[src/rtl/id_stage.sv]
// Instruction-decode stage: field decode, 16x16 register file with write-through
// bypass, load-use stall detection, flush/halt bubble insertion and the ID/EX register.
module id_stage (
  input  logic        clk,
  input  logic        rst_n,
  input  logic        if_valid,
  input  logic [15:0] if_instr,
  input  logic [15:0] if_pc_next,
  input  logic        flush,
  input  logic        wb_we,
  input  logic [3:0]  wb_rd,
  input  logic [15:0] wb_data,
  output logic        id_stall,
  output logic        ex_valid,
  output logic [3:0]  ex_opcode,
  output logic [3:0]  ex_rd,
  output logic [3:0]  ex_rs_idx,
  output logic [3:0]  ex_rt_idx,
  output logic [15:0] ex_rs_data,
  output logic [15:0] ex_rt_data,
  output logic [15:0] ex_imm,
  output logic [2:0]  ex_ccc,
  output logic        ex_reg_we,
  output logic        ex_mem_re,
  output logic        ex_mem_we,
  output logic        ex_hlt,
  output logic [15:0] ex_pc_next,
  output logic        halted
);

  localparam logic [3:0] OP_SLL = 4'h4;
  localparam logic [3:0] OP_SRA = 4'h5;
  localparam logic [3:0] OP_ROR = 4'h6;
  localparam logic [3:0] OP_LW  = 4'h8;
  localparam logic [3:0] OP_SW  = 4'h9;
  localparam logic [3:0] OP_LHB = 4'hA;
  localparam logic [3:0] OP_LLB = 4'hB;
  localparam logic [3:0] OP_B   = 4'hC;
  localparam logic [3:0] OP_BR  = 4'hD;
  localparam logic [3:0] OP_PCS = 4'hE;
  localparam logic [3:0] OP_HLT = 4'hF;

  logic [15:0] rf [16];

  logic [3:0]  op, fa, fb, fc;
  logic [3:0]  dec_rd, dec_rs, dec_rt;
  logic [15:0] dec_imm;
  logic [2:0]  dec_ccc;
  logic        dec_reg_we, dec_mem_re, dec_mem_we, dec_hlt;
  logic [15:0] rs_data, rt_data;
  logic        load_use, bubble;

  assign op = if_instr[15:12];
  assign fa = if_instr[11:8];
  assign fb = if_instr[7:4];
  assign fc = if_instr[3:0];

  always_comb begin
    dec_rd     = 4'd0;
    dec_rs     = 4'd0;
    dec_rt     = 4'd0;
    dec_imm    = 16'd0;
    dec_ccc    = 3'd0;
    dec_reg_we = 1'b0;
    dec_mem_re = 1'b0;
    dec_mem_we = 1'b0;
    dec_hlt    = 1'b0;
    case (op)
      OP_SLL, OP_SRA, OP_ROR: begin
        dec_rd     = fa;
        dec_rs     = fb;
        dec_imm    = {12'd0, fc};
        dec_reg_we = 1'b1;
      end
      OP_LW: begin
        dec_rd     = fa;
        dec_rs     = fb;
        dec_imm    = {{11{fc[3]}}, fc, 1'b0};
        dec_reg_we = 1'b1;
        dec_mem_re = 1'b1;
      end
      OP_SW: begin
        dec_rs     = fb;
        dec_rt     = fa;
        dec_imm    = {{11{fc[3]}}, fc, 1'b0};
        dec_mem_we = 1'b1;
      end
      // Byte loads merge into the destination, so the old value is read through rs.
      OP_LHB, OP_LLB: begin
        dec_rd     = fa;
        dec_rs     = fa;
        dec_imm    = {8'd0, if_instr[7:0]};
        dec_reg_we = 1'b1;
      end
      OP_B: begin
        dec_ccc = if_instr[11:9];
        dec_imm = {{6{if_instr[8]}}, if_instr[8:0], 1'b0};
      end
      OP_BR: begin
        dec_ccc = if_instr[11:9];
        dec_rs  = fb;
      end
      OP_PCS: begin
        dec_rd     = fa;
        dec_reg_we = 1'b1;
      end
      OP_HLT: begin
        dec_hlt = 1'b1;
      end
      default: begin
        dec_rd     = fa;
        dec_rs     = fb;
        dec_rt     = fc;
        dec_reg_we = 1'b1;
      end
    endcase
  end

  // A same-cycle writeback is forwarded so the read sees the value being written.
  always_comb begin
    rs_data = 16'd0;
    rt_data = 16'd0;
    if (dec_rs != 4'd0)
      rs_data = (wb_we && wb_rd == dec_rs) ? wb_data : rf[dec_rs];
    if (dec_rt != 4'd0)
      rt_data = (wb_we && wb_rd == dec_rt) ? wb_data : rf[dec_rt];
  end

  // Unused source indices decode to 0 and ex_rd must be nonzero, so no use flags are needed.
  assign load_use = ex_valid && ex_mem_re && (ex_rd != 4'd0) &&
                    ((ex_rd == dec_rs) || (ex_rd == dec_rt));
  assign id_stall = if_valid && load_use && !flush && !halted;
  assign bubble   = !if_valid || flush || halted || id_stall;

  always_ff @(posedge clk or negedge rst_n) begin
    if (!rst_n) begin
      for (int i = 0; i < 16; i++) rf[i] <= 16'd0;
    end else if (wb_we && wb_rd != 4'd0) begin
      rf[wb_rd] <= wb_data;
    end
  end

  always_ff @(posedge clk or negedge rst_n) begin
    if (!rst_n) begin
      ex_valid   <= 1'b0;
      ex_opcode  <= 4'd0;
      ex_rd      <= 4'd0;
      ex_rs_idx  <= 4'd0;
      ex_rt_idx  <= 4'd0;
      ex_rs_data <= 16'd0;
      ex_rt_data <= 16'd0;
      ex_imm     <= 16'd0;
      ex_ccc     <= 3'd0;
      ex_reg_we  <= 1'b0;
      ex_mem_re  <= 1'b0;
      ex_mem_we  <= 1'b0;
      ex_hlt     <= 1'b0;
      ex_pc_next <= 16'd0;
    end else if (bubble) begin
      ex_valid   <= 1'b0;
      ex_opcode  <= 4'd0;
      ex_rd      <= 4'd0;
      ex_rs_idx  <= 4'd0;
      ex_rt_idx  <= 4'd0;
      ex_rs_data <= 16'd0;
      ex_rt_data <= 16'd0;
      ex_imm     <= 16'd0;
      ex_ccc     <= 3'd0;
      ex_reg_we  <= 1'b0;
      ex_mem_re  <= 1'b0;
      ex_mem_we  <= 1'b0;
      ex_hlt     <= 1'b0;
      ex_pc_next <= 16'd0;
    end else begin
      ex_valid   <= 1'b1;
      ex_opcode  <= op;
      ex_rd      <= dec_rd;
      ex_rs_idx  <= dec_rs;
      ex_rt_idx  <= dec_rt;
      ex_rs_data <= rs_data;
      ex_rt_data <= rt_data;
      ex_imm     <= dec_imm;
      ex_ccc     <= dec_ccc;
      ex_reg_we  <= dec_reg_we;
      ex_mem_re  <= dec_mem_re;
      ex_mem_we  <= dec_mem_we;
      ex_hlt     <= dec_hlt;
      ex_pc_next <= if_pc_next;
    end
  end

  always_ff @(posedge clk or negedge rst_n) begin
    if (!rst_n)
      halted <= 1'b0;
    else if (!bubble && dec_hlt)
      halted <= 1'b1;
  end

endmodule

[config.mk]
export PLATFORM = sky130hd
export DESIGN_NAME = id_stage
export DESIGN_NICKNAME = d
export VERILOG_FILES = /design/src/rtl/id_stage.sv
export SDC_FILE = /design/constraint.sdc
export NUM_CORES = 1
export LEC_CHECK = 0
export ABC_AREA = 0
export CORE_ASPECT_RATIO = 0.7
export CORE_UTILIZATION = 53
export DETAILED_ROUTE_END_ITERATION = 8
export PLACE_DENSITY = 0.86
export SYNTH_ARGS = -nofsm -noshare
export SYNTH_HDL_FRONTEND = slang
export SYNTH_SLANG_ARGS = --single-unit
[constraint.sdc]
create_clock -name clk -period 2.8 [get_ports clk]
set_input_delay 0.28 -clock clk [delete_from_list [all_inputs] [get_ports clk]]
set_output_delay 0.28 -clock clk [all_outputs]
set_load 0.03 [all_outputs]
==> results.txt <==
The following summarizes the physical implementation.

Finish
The dominant kind of cell is flip-flops and latches. There are 339 flip-flops and latches. The share of cell area taken by multi-input logic gates is 38.5%.

The proportion of final cell area spent on non-clock buffers is 15.4%. The area taken by flip-flops and latches is 8480 sq um. The area growth from synthesis to layout is 25.2%. The area occupied by multi-input gates is ~8400 sq um.

In the layout the tool counted multi-input logic cells amounting to a little over 1000. Counting the fill cells in the layout gives 2193. The fraction of final cell area spent on clock buffers and inverters in this run is under 10%. The fraction of the core area covered by cells at the end of the flow is 67.7%. Sequential cells make up 38.7% of the cell area. The non-clock inverters instantiated in the layout total 18.

For this run, the script counts the antenna cells in the layout as 1.

Worst setup path
The delay of the slowest cell on the worst path is 420 ps. The number of cells traversed by the worst register-to-register path is 6. STA lists the startpoint of the worst register-to-register path as ex_rd[0]$_DFF_PN0_. The classification of the worst setup path is in -> out.

Per STA, the library cell used most along the worst path is sky130_fd_sc_hd__buf_4. The worst endpoint data arrival time is between 2000 and 2500 ps. The worst setup path is captured at an output pin. For reference, the critical path is captured by id_stall. The logic depth of the worst path, buffers included is 11. The family of cells with the greatest summed delay on the critical path is buffers and inverters. The critical path's slowest stage uses the library cell sky130_fd_sc_hd__clkdlybuf4s50_1. For the worst reg-to-reg path, the endpoint reported by OpenROAD is ex_rs_data[10]$_DFF_PN0_.

Hold path
For the worst min-delay path, the startpoint reported by OpenROAD is if_pc_next[13]. For hold timing, the worst endpoint is ex_pc_next[13]$_DFF_PN0_.

STA
Across all hold checks on the routed design, the worst slack comes to 250 ps. The final hold violation count is 0. The setup-violating endpoint count in the final report is 0.

The total negative slack for setup checks is 0 ps. The shortest clock period the worst path allows after layout is 2750 ps. The final timing report lists clock skew as about 17 ps. The maximum clock rate is ~360 MHz. The max-slew violation count is 0.

The ratio of final minimum period to clock period is 98.3%. The pin slew with the least headroom to its limit is 1000 ps.

Die
The site row count is 55. From left edge to right edge, the die measures about 220 um. For this configuration, the core starts out at a cell density of 54.0%. The die footprint is between 30000 and 40000 sq um.

Placement
Per the placement report, the placed cell count is 2143. The global placer's final weighted congestion is 0.985. The standard cell area after detailed placement is around 21000 sq um.

OpenSTA, run right after detailed placement, puts the worst setup slack at -556 ps.

Global routing
The busiest layer in global routing is met2. Entering global routing, the biggest net connects 80 pins. Global routing used 48.7% of the available met2 tracks. Global routing used between 40% and 50% of the available met1 tracks.

The first global-routing pass estimated 86100 um of wire. The initial antenna violation count is 1.

Synth
Ranked by total cell area, the synthesized netlist is headed by sky130_fd_sc_hd__dfrtp_1 48%, sky130_fd_sc_hd__mux2_2 16%, sky130_fd_sc_hd__mux2i_1 12%. The most frequent cell after synthesis is sky130_fd_sc_hd__dfrtp_1. The share of the Yosys chip area taken by registers is 48.4%. The complex-gate fraction of the synthesized area is 8.60%.

The gate count after technology mapping is 1509. The area fraction of the dominant cell type after synthesis is 48.4%. The simple-gate share of the synthesized area is 9.42%. The cell area after technology mapping is around 18000 sq um.

The post-synthesis net count is 1566. In this run, synthesis inferred 0 flip-flops with an integrated enable. Ranked by instance count, the synthesized netlist is headed by 339 x sky130_fd_sc_hd__dfrtp_1, 255 x sky130_fd_sc_hd__mux2_2, 218 x sky130_fd_sc_hd__mux2i_1.

The main flop type is sky130_fd_sc_hd__dfrtp_1. The synthesis report lists the Yosys warning total as 0. The combinational family with the most area after synthesis is multiplexers. The multiplexer fraction of the synthesized cell area is 28.9%. Of the total synthesized cell area, the portion taken by full adders, half adders and majority gates is 0%. The chip area line in the Yosys stat output reads between 15000 and 20000 sq um. The share of the synthesized netlist area taken by xor and xnor gates is 0.800%.

Detailed routing
The post-route report lists met1 wire length as between 20000 and 25000 um. In this run, the number of DRC markers left after iteration 0 of detailed routing was 2040. In the routed layout, each cell is associated on average with a via count of 6.64. In the routed design, unresolved DRC markers number 0. The amount of wire on met3 after detailed routing is approximately 6900 um.

CTS
CTS built an H-tree with a depth of 1. The number of setup buffers added after CTS is 2. The cell resize tally after clock tree synthesis is 9. The maximum count of clock buffers along a single path is 3. The clock tree from TritonCTS is yes.

Pwr
The net load switching power is 4.46 mW. The script extracted a total leakage power of 9.40 nW. Per the breakdown, switching nets consume 30.8% of all power. The part of the total power dissipated in the clock network is a little under a third. The internal power component is 10.0 mW. The combinational share of power is 24.9%. The total power after layout is 14.5 mW.

Status
The flow ran to the end, and the final reports show no timing, DRC or antenna violations.

Job
The number of maximum-capacitance violations recorded for the run is 0. The logs give a warning total of 26.
sequential cells by signal, indices dropped and copies added, names as in the netlist:
name and count:
ex_ccc 3, ex_hlt 1, ex_imm 10, ex_mem_re 1, ex_mem_we 1, ex_opcode 4
ex_pc_next 16, ex_rd 4, ex_reg_we 1, ex_rs_data 16, ex_rs_idx 4, ex_rt_data 16
ex_rt_idx 4, ex_valid 1, halted 1, rf 256
power by group through the flow:
stage / Sequential [mW] / Clock [mW] / Combinational [mW]
2_1_floorplan: 6.41 / 0 / 2.13
3_3_place_gp: 6.47 / 0 / 3.37
3_5_place_dp: 6.55 / 0 / 3.49
4_1_cts: 6.47 / 4.42 / 3.53
5_1_grt: 6.59 / 4.61 / 3.83
6_report: 6.51 / 4.39 / 3.62
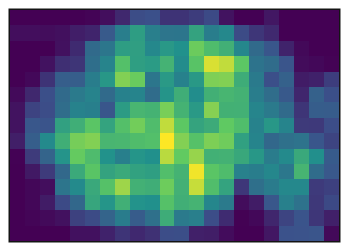
**Above:** signal metal coverage by tile.
Scale: 1.5 px per um. 22 x 15 tiles, from dark purple (low) to yellow (high), scaled to the fullest tile. Values are wire area over tile area, all layers added.
- densest ninth of the die: centre
- mean over tiles: 0.29
- emptiest ninth of the die: upper left
- nearly empty tiles: 12%
- fullest tile: 0.81
- tiles over half the peak: 33%
total global routing track utilization: 33.6%
overall routed net length: 56800 um
number of vias in the routed layout: 14700
average wire per standard cell: 25.7 um

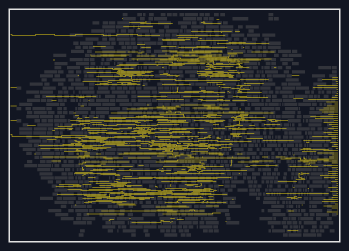
**Above:** signal wires on met3.
Scale: 1.5 px per um.
- wire length on this layer: 6870 um
- main direction: horizontal
- nets with wire on the layer: 356
- longest straight run: 67.6 um
- share of all routed wire: 12%

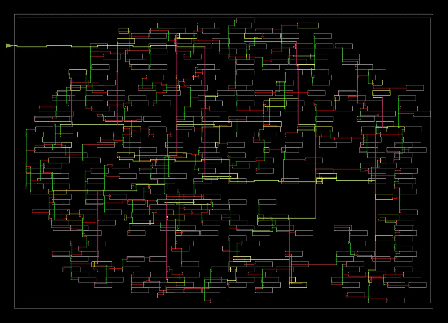
**Above:** clock wiring as the flow saved it.
Insertion Delay late pin: 600 ps
clock buffer count: 43
TritonCTS Buffers: 31

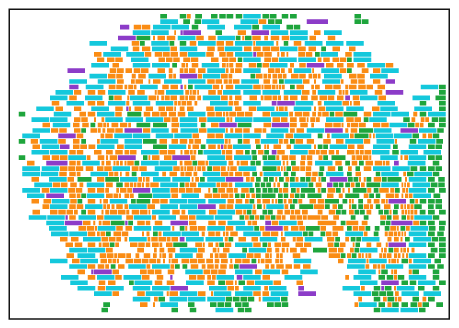
**Above:** placement by cell class.
Scale: 2 px per um.
- green: other buffers and delay cells (cells 351)
- orange: combinational and other logic (cells 1033)
- purple: clock drivers and dummy loads (cells 57)
- cyan: flops (cells 339)

No activity file was given, so power comes from the tool's default toggle rates.
